===== src/rtl/icache_assoc.sv =====
// Set-associative instruction cache with multi-word blocks, round-robin replacement and fill abort.
// Optional macro ICACHE_PERF_CNT_EN builds the hit/miss performance counters.
module icache_assoc #(
    parameter int WAYS        = 2,
    parameter int SETS        = 8,
    parameter int BLOCK_WORDS = 2
) (
    input  logic        CLK,
    input  logic        RST,
    input  logic        imemREN,
    input  logic [31:0] imemaddr,
    output logic        ihit,
    output logic [31:0] imemload,
    output logic        iREN,
    output logic [31:0] iaddr,
    input  logic        iwait,
    input  logic [31:0] iload,
    output logic [31:0] hit_count,
    output logic [31:0] miss_count
);

    localparam int OFF_W  = $clog2(BLOCK_WORDS);
    localparam int IDX_W  = $clog2(SETS);
    localparam int TAG_W  = 30 - OFF_W - IDX_W;
    localparam int OFF_SW = (OFF_W > 0) ? OFF_W : 1;
    localparam int WAY_W  = (WAYS > 1) ? $clog2(WAYS) : 1;

    typedef enum logic {
        IDLE,
        FILL
    } state_t;

    state_t state;
    state_t next_state;

    logic [29:0]       req_word;
    logic [OFF_SW-1:0] req_offset;
    logic [IDX_W-1:0]  req_index;
    logic [TAG_W-1:0]  req_tag;
    logic              unused_addr_bits;

    logic [WAYS-1:0]   line_valid [SETS];
    logic [TAG_W-1:0]  line_tag   [SETS][WAYS];
    logic [31:0]       line_data  [SETS][WAYS][BLOCK_WORDS];

    logic [31:0]       fill_buf [BLOCK_WORDS];
    logic [TAG_W-1:0]  miss_tag;
    logic [IDX_W-1:0]  miss_index;
    logic [OFF_SW-1:0] wc;
    logic [29:0]       fill_word;

    logic              hit_any;
    logic [WAY_W-1:0]  hit_way;
    logic [WAY_W-1:0]  victim;
    logic [WAY_W-1:0]  rr_way;
    logic              victim_found;

    logic              start_miss;
    logic              fill_abort;
    logic              last_word;
    logic              accept;
    logic              commit;

    assign req_word         = imemaddr[31:2];
    assign req_offset       = OFF_SW'(req_word & 30'(BLOCK_WORDS - 1));
    assign req_index        = IDX_W'(req_word >> OFF_W);
    assign req_tag          = TAG_W'(req_word >> (OFF_W + IDX_W));
    assign unused_addr_bits = ^imemaddr[1:0];

    always_comb begin
        hit_any = 1'b0;
        hit_way = '0;
        for (int w = 0; w < WAYS; w++) begin
            if (line_valid[req_index][w] && (line_tag[req_index][w] == req_tag)) begin
                hit_any = 1'b1;
                hit_way = WAY_W'(w);
            end
        end
    end

    assign ihit     = imemREN && (state == IDLE) && hit_any;
    assign imemload = ihit ? line_data[req_index][hit_way][req_offset] : 32'h0;

    // Any change of the requested block or a dropped request cancels the fill.
    assign fill_abort = !imemREN || (req_tag != miss_tag) || (req_index != miss_index);
    assign last_word  = (wc == OFF_SW'(BLOCK_WORDS - 1));
    assign accept     = (state == FILL) && !fill_abort && !iwait;
    assign commit     = accept && last_word;

    assign fill_word = (30'(miss_tag) << (OFF_W + IDX_W))
                     | (30'(miss_index) << OFF_W)
                     | 30'(wc);

    always_ff @(posedge CLK) begin
        if (RST) begin
            state <= IDLE;
        end else begin
            state <= next_state;
        end
    end

    always_comb begin
        next_state = state;
        start_miss = 1'b0;
        iREN       = 1'b0;
        iaddr      = 32'h0;
        case (state)
            IDLE: begin
                if (imemREN && !hit_any) begin
                    next_state = FILL;
                    start_miss = 1'b1;
                end
            end
            FILL: begin
                iREN  = 1'b1;
                iaddr = {fill_word, 2'b00};
                if (fill_abort || (!iwait && last_word)) begin
                    next_state = IDLE;
                end
            end
            default: next_state = IDLE;
        endcase
    end

    generate
        if (WAYS > 1) begin : g_rr
            logic [WAY_W-1:0] victim_ptr [SETS];

            always_ff @(posedge CLK) begin
                if (RST) begin
                    for (int s = 0; s < SETS; s++) begin
                        victim_ptr[s] <= '0;
                    end
                end else if (commit) begin
                    victim_ptr[miss_index] <= victim_ptr[miss_index] + WAY_W'(1);
                end
            end

            assign rr_way = victim_ptr[miss_index];
        end else begin : g_dm
            assign rr_way = '0;
        end
    endgenerate

    // Empty ways are always preferred; the round-robin pointer only decides among full sets.
    always_comb begin
        victim       = rr_way;
        victim_found = 1'b0;
        for (int w = 0; w < WAYS; w++) begin
            if (!victim_found && !line_valid[miss_index][w]) begin
                victim       = WAY_W'(w);
                victim_found = 1'b1;
            end
        end
    end

    always_ff @(posedge CLK) begin
        if (RST) begin
            for (int s = 0; s < SETS; s++) begin
                line_valid[s] <= '0;
            end
            for (int w = 0; w < BLOCK_WORDS; w++) begin
                fill_buf[w] <= 32'h0;
            end
            wc         <= '0;
            miss_tag   <= '0;
            miss_index <= '0;
        end else begin
            if (start_miss) begin
                miss_tag   <= req_tag;
                miss_index <= req_index;
                wc         <= '0;
            end
            if (accept) begin
                fill_buf[wc] <= iload;
                if (last_word) begin
                    line_valid[miss_index][victim] <= 1'b1;
                end else begin
                    wc <= wc + OFF_SW'(1);
                end
            end
        end
    end

    // The final word bypasses the buffer so the whole line lands in one write.
    always_ff @(posedge CLK) begin
        if (!RST && commit) begin
            line_tag[miss_index][victim] <= miss_tag;
            for (int w = 0; w < BLOCK_WORDS; w++) begin
                line_data[miss_index][victim][w] <= (OFF_SW'(w) == wc) ? iload : fill_buf[w];
            end
        end
    end

`ifdef ICACHE_PERF_CNT_EN
    logic [31:0] hit_cnt;
    logic [31:0] miss_cnt;

    always_ff @(posedge CLK) begin
        if (RST) begin
            hit_cnt  <= 32'h0;
            miss_cnt <= 32'h0;
        end else begin
            if (ihit) begin
                hit_cnt <= hit_cnt + 32'h1;
            end
            if (start_miss) begin
                miss_cnt <= miss_cnt + 32'h1;
            end
        end
    end

    assign hit_count  = hit_cnt;
    assign miss_count = miss_cnt;
`else
    assign hit_count  = 32'h0;
    assign miss_count = 32'h0;
`endif

endmodule


===== config.mk =====
export PLATFORM = sky130hd
export DESIGN_NAME = icache_assoc
export DESIGN_NICKNAME = d
export VERILOG_FILES = /design/src/rtl/icache_assoc.sv
export SDC_FILE = /design/constraint.sdc
export NUM_CORES = 1
export LEC_CHECK = 0
export CORE_MARGIN = 4
export CORE_UTILIZATION = 40
export CTS_CLUSTER_DIAMETER = 30
export DETAILED_ROUTE_END_ITERATION = 10
export GPL_TIMING_DRIVEN = 0
export PLACE_DENSITY = 0.56
export SYNTH_ARGS = -nofsm -noshare
export SYNTH_HDL_FRONTEND = slang
export SYNTH_SLANG_ARGS = --single-unit

===== constraint.sdc =====
create_clock -name CLK -period 19.8 [get_ports CLK]
set_input_delay 3.96 -clock CLK [delete_from_list [all_inputs] [get_ports CLK]]
set_output_delay 3.96 -clock CLK [all_outputs]
set_load 0.01 [all_outputs]

==> flow_summary.rst <==
Metrics
=======

.. list-table::
   :header-rows: 1

   * - Metric
     - Value
   * - Chip area in the Yosys report
     - between 60,000 and 70,000 um2
   * - Final worst setup slack
     - 4810 ps
   * - # clock sinks
     - ~1,600
   * - Launching element type of the critical path
     - primary input
   * - Register share after synthesis
     - approximately 73%
   * - # placed instances
     - about 5,700
   * - Synthesis warning total
     - 0
   * - Type of the setup path with the least slack
     - in2out
   * - Cells after Synth
     - 3,386
   * - Cell type of the slowest stage on the worst timing path
     - o32ai_1
   * - CTS tree
     - done
   * - Final clock skew
     - 58.6 ps
   * - Total Nets Final
     - between 4,000 and 5,000
   * - Commonest cells post-synth
     - 1,512 x edfxtp_1, 328 x mux4_2, 147 x clkbuf_1
   * - Largest net degree at the start of global routing
     - 33
   * - Proportion of synthesized flip-flops having asynchronous set or reset
     - 0%
   * - Post-synthesis xor/xnor area fraction
     - less than 1%
   * - Register-to-register setup slack
     - 14,750 ps
   * - Number of cells in the yosys synthesis report
     - 3,386
   * - Number of global-route vias before repair
     - 36,400
   * - Hold path endpoint
     - line_valid[0][0]
   * - Weighted congestion at the end of routability-driven global placement
     - just under 0.9
   * - Y dimension of the die
     - approximately 410 um
   * - Hold path cells
     - 2
   * - Critical-path cell list
     - clkdlybuf4s50_1 > buf_4 > buf_6 > buf_6 > buf_6 > buf_2 > buf_2 > mux2i_1 > o21bai_1 > nor4_1 > and4_1 > o211ai_1 > buf_2 > o32ai_1 > clkdlybuf4s50_1
   * - Post-synthesis mux area share
     - about 15%
   * - AO/OA Area Share
     - under 10%
   * - Result of the run
     - complete, no violations
   * - Max clock buf depth
     - 4
   * - Biggest cell delay along the critical path
     - roughly 1200 ps
   * - Stage-log warning count
     - 29
   * - Number of detailed-route iterations in the first pass
     - 6
   * - Slew at the pin with the worst max-slew slack
     - roughly 1400 ps
   * - Adder Share, Synth
     - 0%
   * - GRT Residual Overflow
     - 0
   * - Fin crit period
     - about 15,000 ps
   * - Yosys cell types
     - around 50
   * - Setup slack at placement
     - slightly below 5000 ps
   * - Launch point of the worst hold path
     - line_valid[0][0]
   * - Reg2Reg Capture Point
     - line_data[4][12]
   * - Top cells by area
     - edfxtp_1 71%, mux4_2 12%, mux2i_1 2.3%
   * - Reg2Reg Depth
     - 11
[cell usage in the layout (no fill, tap or decap), types with 37 or more instances in the layout]
master           instances
buf_2                   50
and2_1                 129
o31a_1                  62
a21oi_1                110
mux4_2                 328
nand2_1                112
buf_4                   84
clkbuf_16              328
bufinv_16               44
buf_12                  55
dfxtp_1                 50
nor2_1                  86
xor2_1                  52
clkbuf_1               178
mux2i_1                143
clkinvlp_4              42
conb_1                  66
clkdlybuf4s50_1        127
edfxtp_1              1512
mux2_2                  37
a211oi_1                93
clkinv_1                41
[stage by stage]
step	utilization (%)	cell area, um2
floorplan	-	63800
global placement	43.0	67600
detailed placement	44.3	69600
CTS	51.1	80300
global route	51.1	80300
finish	51.1	80400
[sequential cells by signal, summed over array words and instances (netlist names), 3 cells and up, named ones only]
register / cells
g_rr.victim_ptr: 8
miss_index: 3
miss_tag: 26
fill_buf: 64
line_valid: 16
line_data: 1024
line_tag: 416
[worst max-delay path by stage]
stage	start	endpoint	slack [ps]	cells past startpoint
after floorplan	imemaddr[4]	imemload[21]	9000	13
after global placement	imemaddr[5]	line_data[3][14]	1090	13
after detailed placement	imemaddr[4]	imemload[28]	4900	16
after CTS	imemaddr[4]	imemload[24]	4880	15
after global routing	imemaddr[4]	imemload[19]	4690	15
final	imemaddr[4]	imemload[24]	4810	15
[where the power goes]
group / total, uW / internal (uW) / switching, uW / leakage [uW]
Clock: 5330 / 3600 / 1730 / 0.00513
Combinational: 354 / 133 / 221 / 0.00728
Sequential: 3660 / 3640 / 21.5 / 0.0138
Total: 9350 / 7370 / 1970 / 0.0262
[cells by family (layout without fill, tap and decap cells)]
| family | count (synthesis) | count (layout) |
|---|---|---|
| flops | 1562 | 1562 |
| mux | 508 | 508 |
| compound gates | 470 | 470 |
| simple gates | 459 | 459 |
| buf+inv | 323 | 1100 |
| xor+xnor | 63 | 63 |
| other cells | 1 | 73 |
[worst register-to-register path: stages, from the launching register on]
cell,delay (ps)
dfxtp_1,310
clkbuf_1,410
mux4_2,570
nand2b_1,100
nand2_1,70
o21a_1,160
clkbuf_1,240
nor4b_1,670
clkbuf_1,880
clkbuf_1,590
nor2_1,90
a21oi_1,660
[layer usage]
layer	GRT usage, %	vias up	part of all wire, %
li1	-	15100	-
met1	32.1	19300	40
met2	37.8	1869	48
met3	4.95	404	8.2
met4	8.50	6	3.4
met5	0	-	0.022
[final cells by class]
type	count	area [um2]	area share (%)
repair buffers	211	3090	3.85
inverters	18	67.6	0.0841
clock inverters	205	2410	3.00
flip-flops and latches	1562	46400	57.8
well taps	2058	2570	3.20
multi-input cells	1566	15900	19.8
plain buffers	305	1560	1.94
clock buffers	361	8350	10.4
diodes	7	17.5	0.0218
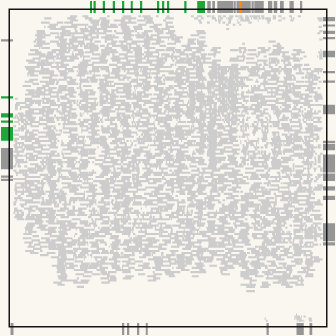
**Above:** pin placement.
Pins as bars across the die edge, other pins in grey.
Key: orange = iREN [pins 1, direction output, edge top]; green = imemload [pins 32, direction output, edge 16 top, 16 left]

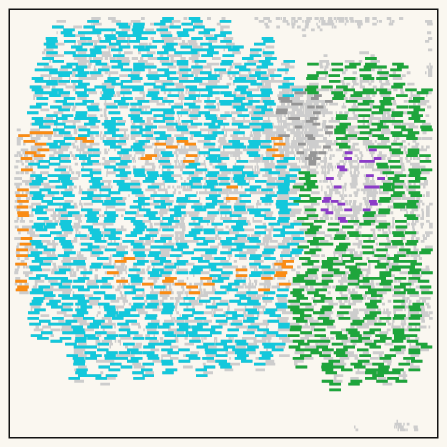
**Above:** sequential cells grouped by signal name.
Other sequential cells in the stronger grey, the rest of the logic in the fainter grey.
Key: orange = fill_buf [placed flops 64]; purple = miss_tag [placed flops 26, where right middle]; green = line_tag [placed flops 416, where a column on the right]; cyan = line_data [placed flops 1,024]
Another 32 sequential cells are not coloured.
sequential cell area: 46,400 um2
end-of-flow core utilization: 51.1%
flop share of the area: 57.8%
power consumed by sequential cells: 3660 uW

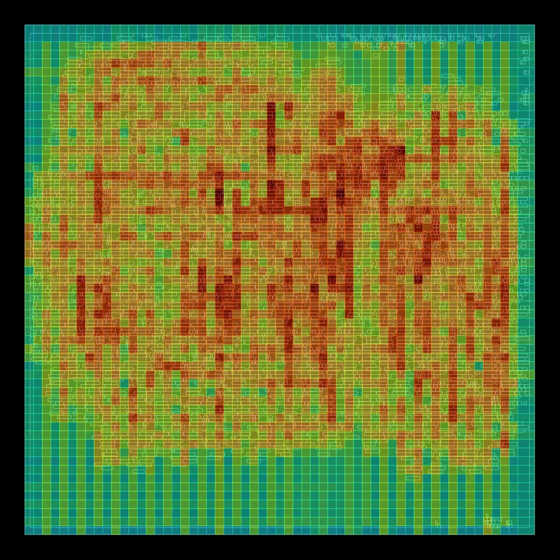
**Above:** track usage over the die.
met1 usage: 32.1%
routed len/inst: 31.2 um
grt peak-use layer: met2
All-Layer GR Usage: 23.6%

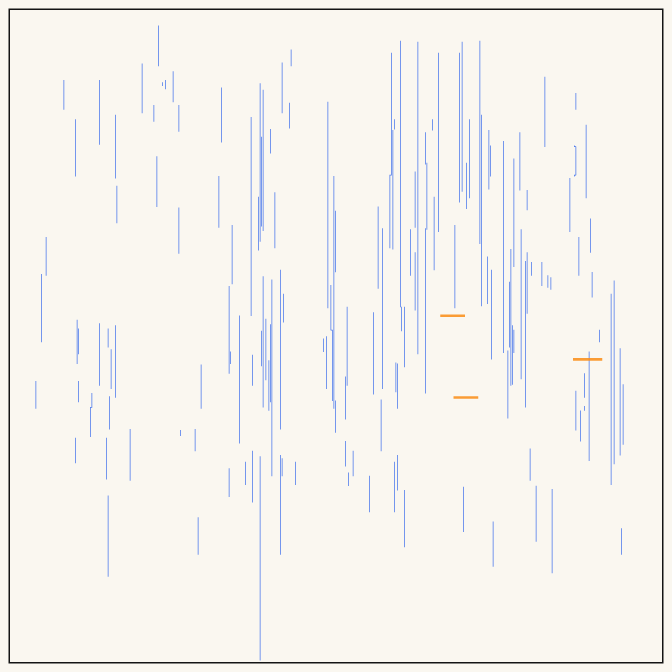
**Above:** metal layers overlaid.
Only two layers are drawn.
Key: blue = metal 4 [wire length 6,620 um]; orange = metal 5 [wire length 44.2 um]
total vias in the final route: 36,700
Detailed Route WL: 196,000 um

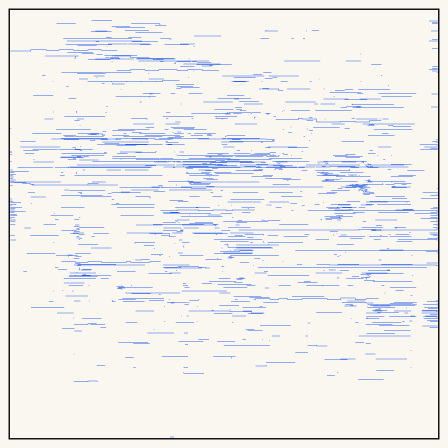
**Above:** the metal 3 layer.
The wires run mostly horizontal. The layer holds 8.2% of the routed length. The longest straight run is 160 um. 569 nets have wire on it.
GR Util met3: 4.95%

Power and IR drop assume default switching activity.
